File: config.mk
export PLATFORM = sky130hd
export DESIGN_NAME = frame_sync_ctrl
export DESIGN_NICKNAME = d
export VERILOG_FILES = /design/src/rtl/frame_sync_ctrl.sv
export SDC_FILE = /design/constraint.sdc
export NUM_CORES = 1
export LEC_CHECK = 0
export ABC_AREA = 1
export CAP_MARGIN = 0
export CELL_PAD_IN_SITES_DETAIL_PLACEMENT = 2
export CELL_PAD_IN_SITES_GLOBAL_PLACEMENT = 2
export CORE_AREA = 2 2 101 103
export CTS_BUF_LIST = sky130_fd_sc_hd__clkbuf_16
export DETAILED_ROUTE_END_ITERATION = 10
export DIE_AREA = 0 0 103 105
export GPL_TIMING_DRIVEN = 0
export PLACE_DENSITY = 0.8
export SLEW_MARGIN = 30
export SYNTH_ARGS = -nofsm -noshare
export SYNTH_HDL_FRONTEND = slang
export SYNTH_SLANG_ARGS = --single-unit
File: constraint.sdc
create_clock -name clk80 -period 2.3 [get_ports clk80]
set_input_delay 0.23 -clock clk80 [delete_from_list [all_inputs] [get_ports clk80]]
set_output_delay 0.23 -clock clk80 [all_outputs]
set_load 0.02 [all_outputs]
File: src/rtl/frame_sync_ctrl.sv
// Per-channel frame-sync sequencer for the deserializer frame detector (80 MHz domain).
// Resets and enables the detector, hunts for clean framing, locks, and resyncs on error bursts.
module frame_sync_ctrl #(
   parameter int unsigned RST_CYCLES    = 4,
   parameter int unsigned SETTLE_CYCLES = 8,
   parameter int unsigned LOCK_CNT      = 16,
   parameter int unsigned HUNT_TIMEOUT  = 256,
   parameter int unsigned WINDOW        = 64,
   parameter int unsigned ERR_LIMIT     = 3
) (
   input  logic        clk80,
   input  logic        reset,
   input  logic        start,
   input  logic        stop,
   input  logic        clr_counters,
   input  logic [4:0]  det_pdata,
   input  logic        det_error,
   output logic        det_reset,
   output logic        det_enable,
   output logic        locked,
   output logic [4:0]  dout,
   output logic        dout_valid,
   output logic [15:0] err_count,
   output logic [7:0]  resync_count,
   output logic [2:0]  state
);

   localparam logic [2:0] S_IDLE   = 3'd0;
   localparam logic [2:0] S_RST    = 3'd1;
   localparam logic [2:0] S_SETTLE = 3'd2;
   localparam logic [2:0] S_HUNT   = 3'd3;
   localparam logic [2:0] S_LOCKED = 3'd4;

   localparam int unsigned MAX_A   = (RST_CYCLES > SETTLE_CYCLES) ? RST_CYCLES : SETTLE_CYCLES;
   localparam int unsigned MAX_B   = (HUNT_TIMEOUT > WINDOW) ? HUNT_TIMEOUT : WINDOW;
   localparam int unsigned CNT_MAX = (MAX_A > MAX_B) ? MAX_A : MAX_B;
   localparam int unsigned CNT_W   = $clog2(CNT_MAX + 1);
   localparam int unsigned GOOD_W  = $clog2(LOCK_CNT + 1);
   localparam int unsigned WERR_W  = $clog2(ERR_LIMIT + 1);

   // cnt is the phase counter: RST/SETTLE length, HUNT elapsed time, LOCKED window position
   logic [CNT_W-1:0]  cnt, cnt_nxt;
   logic [GOOD_W-1:0] good, good_nxt;
   logic [WERR_W-1:0] werr, werr_nxt;
   logic [2:0]        state_nxt;
   logic              resync;
   logic              det_reset_nxt, det_enable_nxt, locked_nxt, dout_valid_nxt;
   logic [15:0]       err_count_nxt;
   logic [7:0]        resync_count_nxt;

   // next-state, counter and output decode
   always_comb begin
      state_nxt        = state;
      cnt_nxt          = cnt;
      good_nxt         = good;
      werr_nxt         = werr;
      resync           = 1'b0;
      err_count_nxt    = err_count;
      resync_count_nxt = resync_count;

      case (state)
         S_IDLE: begin
            if (start) state_nxt = S_RST;
         end
         S_RST: begin
            cnt_nxt = cnt + CNT_W'(1);
            if (cnt == CNT_W'(RST_CYCLES - 1)) state_nxt = S_SETTLE;
         end
         S_SETTLE: begin
            cnt_nxt = cnt + CNT_W'(1);
            if (cnt == CNT_W'(SETTLE_CYCLES - 1)) state_nxt = S_HUNT;
         end
         S_HUNT: begin
            cnt_nxt  = cnt + CNT_W'(1);
            good_nxt = det_error ? '0 : good + GOOD_W'(1);
            if (!det_error && (good == GOOD_W'(LOCK_CNT - 1))) begin
               state_nxt = S_LOCKED;
            end else if (cnt == CNT_W'(HUNT_TIMEOUT - 1)) begin
               state_nxt = S_RST;
               resync    = 1'b1;
            end
         end
         S_LOCKED: begin
            if (cnt == CNT_W'(WINDOW - 1)) begin
               cnt_nxt  = '0;
               werr_nxt = WERR_W'(det_error);
            end else begin
               cnt_nxt  = cnt + CNT_W'(1);
               werr_nxt = werr + WERR_W'(det_error);
            end
            if (werr_nxt == WERR_W'(ERR_LIMIT)) begin
               state_nxt = S_RST;
               resync    = 1'b1;
            end
         end
         default: state_nxt = S_IDLE;
      endcase

      if (stop) begin
         state_nxt = S_IDLE;
         resync    = 1'b0;
      end

      // every state is entered with fresh counters
      if (state_nxt != state) begin
         cnt_nxt  = '0;
         good_nxt = '0;
         werr_nxt = '0;
      end

      if (clr_counters) begin
         err_count_nxt = '0;
      end else if (det_error && ((state == S_HUNT) || (state == S_LOCKED)) &&
                   (err_count != 16'hFFFF)) begin
         err_count_nxt = err_count + 16'd1;
      end

      if (clr_counters) begin
         resync_count_nxt = '0;
      end else if (resync && (resync_count != 8'hFF)) begin
         resync_count_nxt = resync_count + 8'd1;
      end

      det_reset_nxt  = (state_nxt == S_RST);
      det_enable_nxt = (state_nxt == S_SETTLE) || (state_nxt == S_HUNT) || (state_nxt == S_LOCKED);
      locked_nxt     = (state_nxt == S_LOCKED);
      dout_valid_nxt = (state == S_LOCKED) && !det_error && (state_nxt == S_LOCKED);
   end

   always_ff @(posedge clk80 or posedge reset) begin
      if (reset) begin
         state        <= S_IDLE;
         cnt          <= '0;
         good         <= '0;
         werr         <= '0;
         det_reset    <= 1'b0;
         det_enable   <= 1'b0;
         locked       <= 1'b0;
         dout         <= '0;
         dout_valid   <= 1'b0;
         err_count    <= '0;
         resync_count <= '0;
      end else begin
         state        <= state_nxt;
         cnt          <= cnt_nxt;
         good         <= good_nxt;
         werr         <= werr_nxt;
         det_reset    <= det_reset_nxt;
         det_enable   <= det_enable_nxt;
         locked       <= locked_nxt;
         dout         <= det_pdata;
         dout_valid   <= dout_valid_nxt;
         err_count    <= err_count_nxt;
         resync_count <= resync_count_nxt;
      end
   end

endmodule

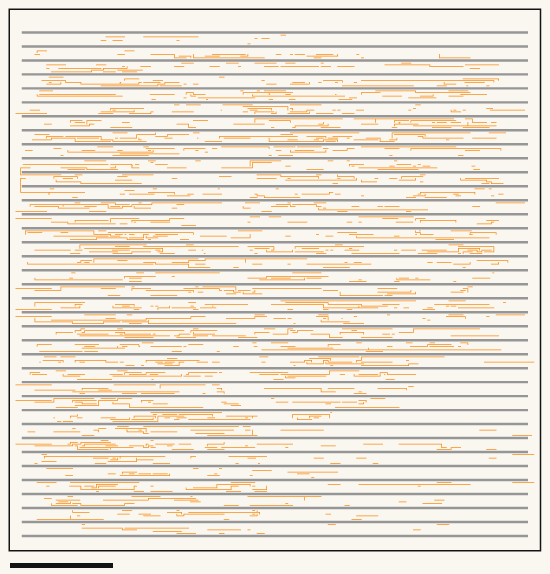
Figure 1: run 1, M1 wires.
Bar = 20 um. Supply wires on this layer in gray.
main direction: horizontal
nets with wire on the layer: 434
longest straight run: 46.5 um
share of all routed wire: 44%

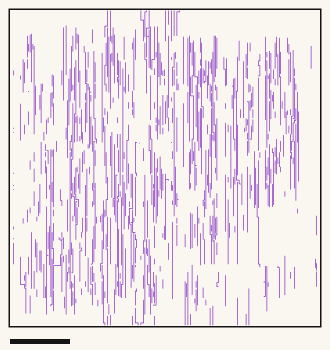
Figure 2: run 1, the metal 2 layer.
Bar = 20 um.
wire length on this layer: 5060 um
main direction: vertical
longest straight run: 49.0 um
share of all routed wire: 54%
met2 GRT Util: 0.326
Routed WL: 9.37 mm

==> out/results.txt, run 1 <==
Run status -> completed
Ys flops -> 52
Cell at the root of the clock tree -> clkbuf_16
Global-route wire length before repair -> 15.9 mm
R2r endpoint -> cnt[8]$_DFFE_PP0P_
Worst setup EP type -> register
Total tool warning count -> 27
Class of the most critical setup path -> register to register
Final setup violation count -> 0
Port Buffer Count -> 46
Dominant register cell in the synthesized netlist -> dfrtp_1
Finished Core Util -> 0.418
Final critical-path required period -> 2.19 ns
Sequential-to-total area share from yosys stat -> 0.440
Max FO, Critical Path -> 5
Part of the cycle the worst path needs -> 0.954
Top post-synthesis cells by area -> dfrtp_1 44%, nand2_1 10%, inv_1 7.2%, nand3_1 5.1%, nor2_1 4.6%
List of cells traversed by the critical path -> ha_4 > nand3_2 > nor2_4 > nand2_1 > nor2_1 > ha_2 > o211ai_1 > nand2_1 > xor2_2 > nand2_4 > clkbuf_16 > nor3_2
Yosys cell types -> 31
Hold-fix buffers, CTS -> 0
CP Depth -> 12
Largest net degree at the start of global routing -> 35
CP max-delay cell -> dfrtp_1
Final Power -> 2.10 mW
Cell repeated most along the worst path -> nand2_1
Number of nets at floorplan -> 401
Total placed instance area -> 3610 sq um
Routed length per placed instance -> 16.2 um
Post-DR vias/cell -> 4.84
Portion of synthesized cell area occupied by the leading cell type -> 0.440
TritonCTS sink count -> 52
Yosys stat cell total -> 383
Largest delay share family, worst path -> simple AND/OR/NAND/NOR gates
Starting DRT DRC Count -> 75
Max_slew headroom -> 0.649
Routability congestion estimate -> 0.760
Post-Place Worst Slack -> -0.200 ns
Chip height -> 105 um
Maximum level of the CTS H-tree -> 2
Synth async-reset ratio -> 1.00
Endpoint required time on the critical path -> 2.52 ns
Synthesized area -> 2960 sq um
Class of the tightest hold or removal check -> primary input to async pin
Number of maximum-capacitance constraint violations -> 0
Final instance area -> 4030 sq um
Number of standard cells in the layout, taps in and fillers out -> 579
Area of the placeable core -> 9640 sq um
Buffers plus inverters on the worst setup path -> 1
Power density cells -> 520 nW/um^2
CTS resizes -> 2
Die Wd -> 103 um
Clock input transition at the sequential cells of the worst setup and hold paths -> 0.07 ns
Via count of the first global-routing pass -> 3206
Endpoints failing hold -> 0
Ratio of cells with drive above 1 in the final layout -> 0.159
Num CTS Buffers -> 5
Number of antenna violations at the first check in global routing -> 0
Most common cell in the synthesized netlist -> nand2_1
Final-layout worst hold slack -> 0.244 ns
Die area -> 10800 sq um
Synth warnings -> 0
Worst Setup Slack, final -> 0.105 ns
Critical Path Source Type -> register
Final count of pins violating max slew -> 0
Post-detail-place hpwl -> 6.80 mm
List of most frequent post-synthesis cells -> 81 x nand2_1, 57 x inv_1, 52 x dfrtp_1
Number of standard-cell rows in the floorplan -> 36
Aggregate negative setup slack -> 0 ns
Sum of overflow across all layers after global routing -> 0
Slew at the pin closest to its max-slew limit -> 0.527 ns
Post-synth area from yosys stat -> 2960 sq um
Slowest cell delay on critical path -> 0.40 ns
Post-Synthesis Mean Instance Area -> 7.72 sq um
Static leakage power -> 1.72 nW
Peak clock frequency supported by timing -> 456 MHz
Antenna viol nets, final -> 0
Number of top-level pins -> 47
Worst R2R Setup Slack -> 0.11 ns
Unrepaired setup endpoints after global routing -> true
Total DRC errors in the routed layout -> 0
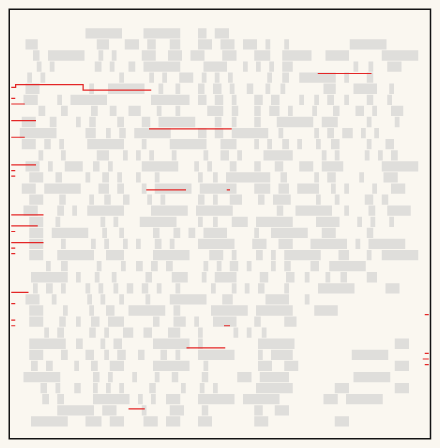
Figure 3: run 1, metal 3.
longest straight run: 20.0 um
share of all routed wire: 1.5%

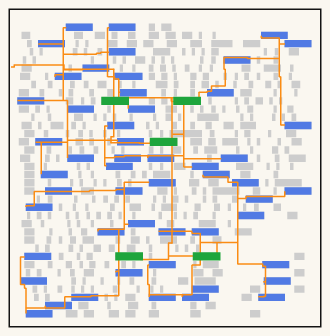
Figure 4: run 1, routed clock nets over the placement.
[blue] flip-flops | count: 52
[green] clock drivers | count: 5
[orange] clock wires | length: 839 um
flops lie: widely spread
Skew-Pair Late Insertion Delay: 0.29 ns
proportion of power drawn by the clock network: 0.413
clock group power: 0.866 mW
Post-Route Skew: 0.00439 ns

-- run 1: report_power, final --
group,total [mW],switching [mW],internal [mW]
Combinational,0.288,0.166,0.121
Clock,0.866,0.357,0.509
Sequential,0.943,0.0131,0.929
-- run 1: cell type report --
class	count	area [sq um]	area share
Buffer	4	42.5	0.0106
Clock buffer	5	125	0.0310
Clock inverter	3	38.8	0.00962
Inverter	63	239	0.0593
Multi-Input combinational cell	264	1550	0.383
Sequential cell	52	1300	0.323
Tap cell	133	166	0.0413
Timing Repair Buffer	55	571	0.142
-- run 1: routing by layer --
layer / routed length, um / vias to the layer above / share of wire / global-route usage
met5: 0 / - / 0 / 0
met4: 73 / 0 / 0.0078 / 0.0357
met3: 144 / 5 / 0.015 / 0.0254
met2: 5060 / 32 / 0.54 / 0.326
met1: 4090 / 1402 / 0.44 / 0.233
li1: - / 1362 / - / -
-- run 1: flip-flops by register name (all words and copies together), names as in the netlist --
name,flops
cnt,9
locked,1
dout_valid,1
dout,5
good,5
det_reset,1
err_count,16
state,3
resync_count,8
werr,2
det_enable,1
-- run 1: layout by cell type, fill, tap and decap left out, types with 9 or more instances in the layout --
cell | netlist | final
nand2_1 | 81 | 74
inv_1 | 57 | 57
dfrtp_1 | 52 | 51
clkdlybuf4s50_1 | 0 | 46
nor2_1 | 36 | 34
nand3_1 | 30 | 30
o21ai_0 | 23 | 23
a21oi_1 | 14 | 14
nor3_1 | 16 | 11
nand2_2 | 7 | 11
xor2_1 | 10 | 9
-- run 1: cell families (layout without fill, tap and decap cells) --
family	count (synthesis)	in the layout	share of synthesized area
AOI/OAI and AO/OA	49	49	0.0909
xor gates and xnor gates	10	10	0.0296
buffers and inverters	67	130	0.0901
and+or+nand+nor	198	198	0.320
DFF	52	52	0.440
adders and majority gates	7	7	0.0296
--- run 2 (diff from run 1) ---
--- a/config.mk
+++ b/config.mk
@@ -13,7 +13,6 @@
 export CTS_BUF_LIST = sky130_fd_sc_hd__clkbuf_16
 export DETAILED_ROUTE_END_ITERATION = 10
 export DIE_AREA = 0 0 103 105
-export GPL_TIMING_DRIVEN = 0
 export PLACE_DENSITY = 0.8
 export SLEW_MARGIN = 30
 export SYNTH_ARGS = -nofsm -noshare
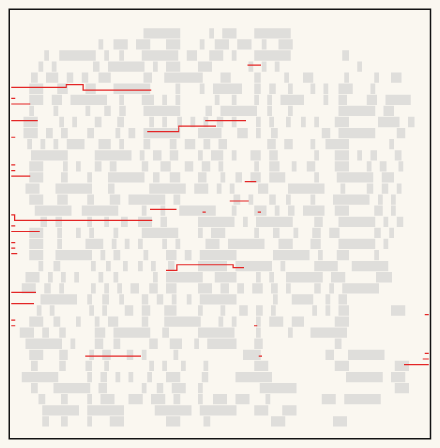
Figure 5: run 2, metal 3.
longest straight run: 33.6 um
nets with wire on the layer: 27
wire length on this layer: 199 um
overall via count from detail_route: 2857
met3 routing resource usage after global routing: 0.0281
Routed WL: 9.99 mm

==> out/results.txt, run 2 <==
Maximum level of the CTS H-tree -> 2
Unrepaired setup endpoints after global routing -> true
Ys flops -> 52
Class of the tightest hold or removal check -> primary input to async pin
Clock input transition at the sequential cells of the worst setup and hold paths -> 0.08 ns
Max_slew headroom -> 0.654
Chip height -> 105 um
Largest regs -> err_count (16), cnt (9), resync_count (8)
Max FFs per register -> 16
Synth async-reset ratio -> 1.00
Global-route wire length before repair -> 15.5 mm
Cell at the root of the clock tree -> clkbuf_16
Worst setup EP type -> register
Static leakage power -> 1.74 nW
Part of the cycle the worst path needs -> 0.989
Reg with most FFs -> err_count
Met2 GRT Util -> 0.307
Endpoint required time on the critical path -> 2.52 ns
Total tool warning count -> 27
Power density cells -> 491 nW/um^2
Yosys stat cell total -> 383
Number of standard-cell rows in the floorplan -> 36
Via count of the first global-routing pass -> 3128
Buffers plus inverters on the worst setup path -> 0
Post-Synthesis Mean Instance Area -> 7.72 sq um
Area of the placeable core -> 9640 sq um
Run status -> completed
Starting DRT DRC Count -> 45
Die Wd -> 103 um
CP max-delay cell -> dfrtp_1
Aggregate negative setup slack -> 0 ns
Highest Signal Layer -> met4
Top post-synthesis cells by area -> dfrtp_1 44%, nand2_1 10%, inv_1 7.2%, nand3_1 5.1%, nor2_1 4.6%
Sequential-to-total area share from yosys stat -> 0.440
Routability congestion estimate -> 0.831
Synthesized area -> 2960 sq um
Ratio of cells with drive above 1 in the final layout -> 0.184
Number of antenna violations at the first check in global routing -> 0
Endpoints failing hold -> 0
Post-Route Skew -> 0.00819 ns
Number of maximum-capacitance constraint violations -> 0
Most utilized layer in the global route result -> met2
Total met3 wirelength after detailed routing -> 198 um
Most common cell in the synthesized netlist -> nand2_1
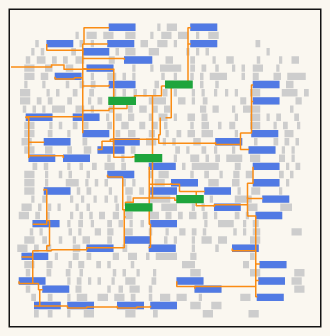
Figure 6: run 2, routed clock nets over the placement.
[green] clock drivers | count: 5
[orange] clock wires | length: 789 um
[blue] flip-flops | count: 52
routed clock nets: 6

-- run 2: how the worst max path moves through the flow --
stage                             start                   to  slack [ns]  cells after the start
CTS                  cnt[0]$_DFFE_PP0P_   cnt[6]$_DFFE_PP0P_        0.02                     12
finish               cnt[0]$_DFFE_PP0P_   cnt[5]$_DFFE_PP0P_        0.03                     12
detailed placement            det_error   cnt[6]$_DFFE_PP0P_        0.05                     13
global route        good[0]$_DFFE_PP0P_  werr[1]$_DFFE_PP0P_       -0.15                     17
global placement              det_error   cnt[2]$_DFFE_PP0P_        0.14                     13
floorplan            cnt[0]$_DFFE_PP0P_  good[0]$_DFFE_PP0P_        0.31                     12
-- run 2: final cells by class --
cell class	count	area, sq um
sequential	52	1300
clock buffer	5	125
clock inverter	3	21.3
multi-input combinational	264	1490
timing repair buffer	70	683
tap	133	166
fill	1127	5610
inverter	63	236
-- run 2: cells by family (layout without fill, tap and decap cells) --
logic type	count (synthesis)	after routing	share of synthesized area
DFF	52	52	0.440
and+or+nand+nor	198	198	0.320
xor gates and xnor gates	10	10	0.0296
buffers and inverters	67	141	0.0901
AOI/OAI and AO/OA	49	49	0.0909
adders and majority gates	7	7	0.0296
-- run 2: what timing repair did --
action,4_1_cts,5_1_grt
buffers inserted,0,11
setup endpoints to repair,0,24
gates resized,0,25
-- run 2: stage by stage --
step	cell area [sq um]	instances	setup WS, ns	util
floorplan	2960	383	0.309	-
global placement	3670	570	0.137	0.381
detailed placement	3670	570	0.0452	0.381
CTS	3820	578	0.0247	0.396
global route	4030	590	-0.154	0.418
finish	4030	590	0.0262	0.418
-- run 2: power by group --
group / internal (mW) / switching [mW]
Sequential: 0.929 / 0.0148
Combinational: 0.100 / 0.148
Clock: 0.407 / 0.376
Power is estimated from default activity; no workload was simulated.
